met1.png
Bar = 10 um. Supply wires on this layer in grey.
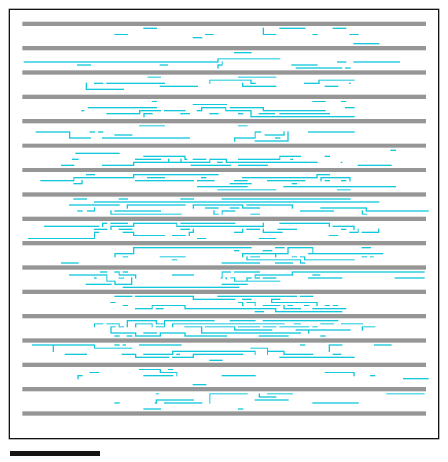
met2.png
Cells faint in the background.
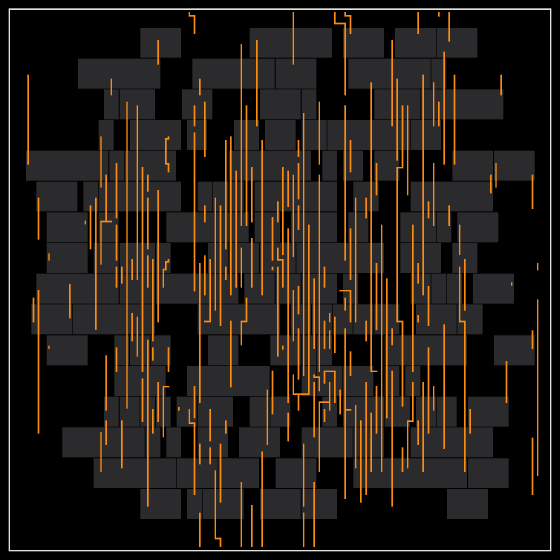
met3.png
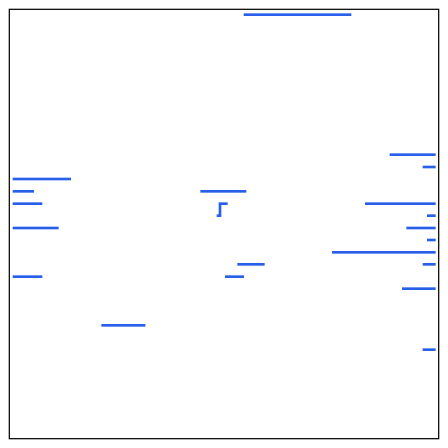
wire_density.png
The die is cut into 10 by 10 equal tiles; dark blue is low, red is high, scaled to the fullest tile. Values are wire area over tile area, all layers added.
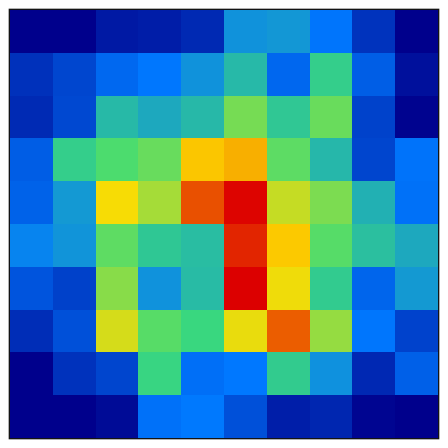
==> config.mk <==
export PLATFORM = sky130hd
export DESIGN_NAME = encode_83_sync_flat
export DESIGN_NICKNAME = d
export VERILOG_FILES = /design/src/rtl/encode_83_sync_if.sv /design/src/rtl/encode_83_sync.sv /design/src/flat_wrapper.sv
export SDC_FILE = /design/constraint.sdc
export NUM_CORES = 1
export LEC_CHECK = 0
export ABC_CLOCK_PERIOD_IN_PS = 4350
export CAP_MARGIN = 20
export CORE_UTILIZATION = 45
export DETAILED_ROUTE_END_ITERATION = 8
export GPL_TIMING_DRIVEN = 0
export PLACE_DENSITY = 0.77
export SYNTH_ARGS = -nofsm -noshare
export SYNTH_HDL_FRONTEND = slang
export SYNTH_SLANG_ARGS = --single-unit
==> constraint.sdc <==
create_clock -name clk -period 4.35 [get_ports clk]
set_clock_uncertainty 0.15 [all_clocks]
set_input_delay 0.6525 -clock clk [delete_from_list [all_inputs] [get_ports clk]]
set_output_delay 0.6525 -clock clk [all_outputs]
set_load 0.01 [all_outputs]
==> src/rtl/encode_83_sync_if.sv <==
// Event-request and indexed-output bundle of the 8-to-3 encoder.
// Handshake: a transfer of out_code happens on a rising clk edge where out_valid && out_ready; while out_valid is high and out_ready low, out_valid and out_code are held stable.
interface encode_83_sync_if;
  logic [7:0] req;
  logic       out_ready;
  logic       out_valid;
  logic [2:0] out_code;
  logic [7:0] pend;
  logic [3:0] pend_cnt;
  logic       overrun;
  logic       idle;

  modport master (
    output req, out_ready,
    input  out_valid, out_code, pend, pend_cnt, overrun, idle
  );

  modport slave (
    input  req, out_ready,
    output out_valid, out_code, pend, pend_cnt, overrun, idle
  );
endinterface

==> src/rtl/encode_83_sync.sv <==
// Registered 8-to-3 priority encoder: buffers event pulses in a pending bitmap
// and serves one line index per valid/ready transfer.
module encode_83_sync #(
  parameter bit PRIO_MSB = 1'b1
) (
  input logic              clk,
  input logic              rst,
  encode_83_sync_if.slave  bus
);

  logic [7:0] pend_q, pend_d;
  logic [3:0] pend_cnt_q, pend_cnt_d;
  logic       out_valid_q, out_valid_d;
  logic [2:0] out_code_q, out_code_d;
  logic       overrun_q, overrun_d;

  logic [2:0] sel;
  logic       loadable;
  logic       load;
  logic [7:0] clr;

  // Selection looks only at the registered bitmap; later iterations win.
  always_comb begin
    sel = 3'd0;
    if (PRIO_MSB) begin
      for (int i = 0; i < 8; i++) begin
        if (pend_q[i]) sel = i[2:0];
      end
    end else begin
      for (int i = 7; i >= 0; i--) begin
        if (pend_q[i]) sel = i[2:0];
      end
    end
  end

  always_comb begin
    loadable    = !out_valid_q || bus.out_ready;
    load        = loadable && (pend_q != 8'h00);
    clr         = load ? (8'h01 << sel) : 8'h00;
    out_valid_d = loadable ? (pend_q != 8'h00) : out_valid_q;
    out_code_d  = load ? sel : out_code_q;
    // A request on a line being cleared this cycle is a fresh event, not a loss.
    pend_d      = (pend_q & ~clr) | bus.req;
    overrun_d   = overrun_q || ((bus.req & pend_q & ~clr) != 8'h00);
    pend_cnt_d  = 4'd0;
    for (int i = 0; i < 8; i++) begin
      pend_cnt_d = pend_cnt_d + {3'b000, pend_d[i]};
    end
  end

  always_ff @(posedge clk) begin
    if (rst) begin
      pend_q      <= 8'h00;
      pend_cnt_q  <= 4'd0;
      out_valid_q <= 1'b0;
      out_code_q  <= 3'd0;
      overrun_q   <= 1'b0;
    end else begin
      pend_q      <= pend_d;
      pend_cnt_q  <= pend_cnt_d;
      out_valid_q <= out_valid_d;
      out_code_q  <= out_code_d;
      overrun_q   <= overrun_d;
    end
  end

  assign bus.pend      = pend_q;
  assign bus.pend_cnt  = pend_cnt_q;
  assign bus.out_valid = out_valid_q;
  assign bus.out_code  = out_code_q;
  assign bus.overrun   = overrun_q;
  assign bus.idle      = (pend_q == 8'h00) && !out_valid_q;

endmodule

==> src/flat_wrapper.sv <==
// flat-port wrapper written by rule: the top's interface ports become plain ports
module encode_83_sync_flat 
#(
  parameter bit PRIO_MSB = 1'b1
)
  (clk, rst, bus_req, bus_out_ready, bus_out_valid, bus_out_code, bus_pend, bus_pend_cnt, bus_overrun, bus_idle);
  encode_83_sync_if bus_i ();
  input logic clk;
  input logic rst;
  input wire logic [$bits(bus_i.req)-1:0] bus_req;
  input wire logic [$bits(bus_i.out_ready)-1:0] bus_out_ready;
  output wire logic [$bits(bus_i.out_valid)-1:0] bus_out_valid;
  output wire logic [$bits(bus_i.out_code)-1:0] bus_out_code;
  output wire logic [$bits(bus_i.pend)-1:0] bus_pend;
  output wire logic [$bits(bus_i.pend_cnt)-1:0] bus_pend_cnt;
  output wire logic [$bits(bus_i.overrun)-1:0] bus_overrun;
  output wire logic [$bits(bus_i.idle)-1:0] bus_idle;
  assign bus_i.req = bus_req;
  assign bus_i.out_ready = bus_out_ready;
  assign bus_out_valid = bus_i.out_valid;
  assign bus_out_code = bus_i.out_code;
  assign bus_pend = bus_i.pend;
  assign bus_pend_cnt = bus_i.pend_cnt;
  assign bus_overrun = bus_i.overrun;
  assign bus_idle = bus_i.idle;
  encode_83_sync #(.PRIO_MSB(PRIO_MSB)) u_core (.clk(clk), .rst(rst), .bus(bus_i));
endmodule
==> summary.txt <==
Implementation numbers.

- The flow ran to the end, and the final reports show no timing, DRC or antenna violations.
- Per the layout area report, the combinational fraction of cell area is a little over two fifths.
- The end point of the worst hold path is u_core.bus.out_code[2].
- The mapped netlist covers approximately 940 um2.
- The smallest setup slack after layout is between 0.15 and 0.2 ns.
- The power group with the largest share is registers.
- The fraction of the mapped netlist area in compound gates is 20.2%.
- TritonCTS built the clock tree.
- The synthesis run shows multiplexers occupying 0% of the cell area.
- In this run the remaining antenna-violating nets after routing total 0.
- Per the OpenROAD floorplan log, the height of the die is about 48 um.
- The stage delay of the slowest cell on the critical path is approximately 0.49 ns.
- The path class of the tightest hold or removal check is reg2reg.
- Counting the inverters off the clock network in the layout gives 8.
- The most used standard cell by instance count after synthesis is dfxtp_1.
- Registers take 340 um2.
- The number of warnings issued by yosys is 0.
- The finished cells cover ~1300 um2.
- The worst hold slack after final layout is ~0.33 ns.
- The first global-routing pass estimated ~3300 um of wire.
- The netlist uses 35 different library cells.
- By count the netlist is led by 17 x dfxtp_1, 12 x nor2_1, 11 x a21oi_1.
- The power report attributes to the sequential group a share of a little over two fifths.
- The number of global-route vias before repair was approximately 730.
- The die covers between 2000 and 2500 um2.
- The initial antenna violation count was 0.
- As reported, the later end of the worst-skew pair has a clock insertion delay of 0.29 ns.
- Per report_power, the clock group accounts for 19.3% of the total.
Notes on met1.png above:
The layer carries 976 um of wire. The longest straight run is 31.7 um.
met1 Usage GRT: 27.9%
Post-Route WL: 2130 um

Notes on met2.png above:
The layer holds 49% of the routed length. 132 nets have wire on it.
detailed-route via count: 844
met2 Resource Use GR: 34.9%

Notes on met3.png above:
The layer holds 3.9% of the routed length. The wires run mostly horizontal. The layer carries 82.1 um of wire. The longest straight run is 11.7 um. 20 nets have wire on it.
met3 usage in global routing: 3.40%

Notes on wire_density.png above:
9.0% of the tiles are nearly empty. The mean over all tiles is 0.15. The densest ninth of the die: centre. The fullest tile reaches 0.43.
global router's overall resource usage: 21.4%
average wire per cell in the routed design: 13.2 um

Power and IR drop assume default switching activity.
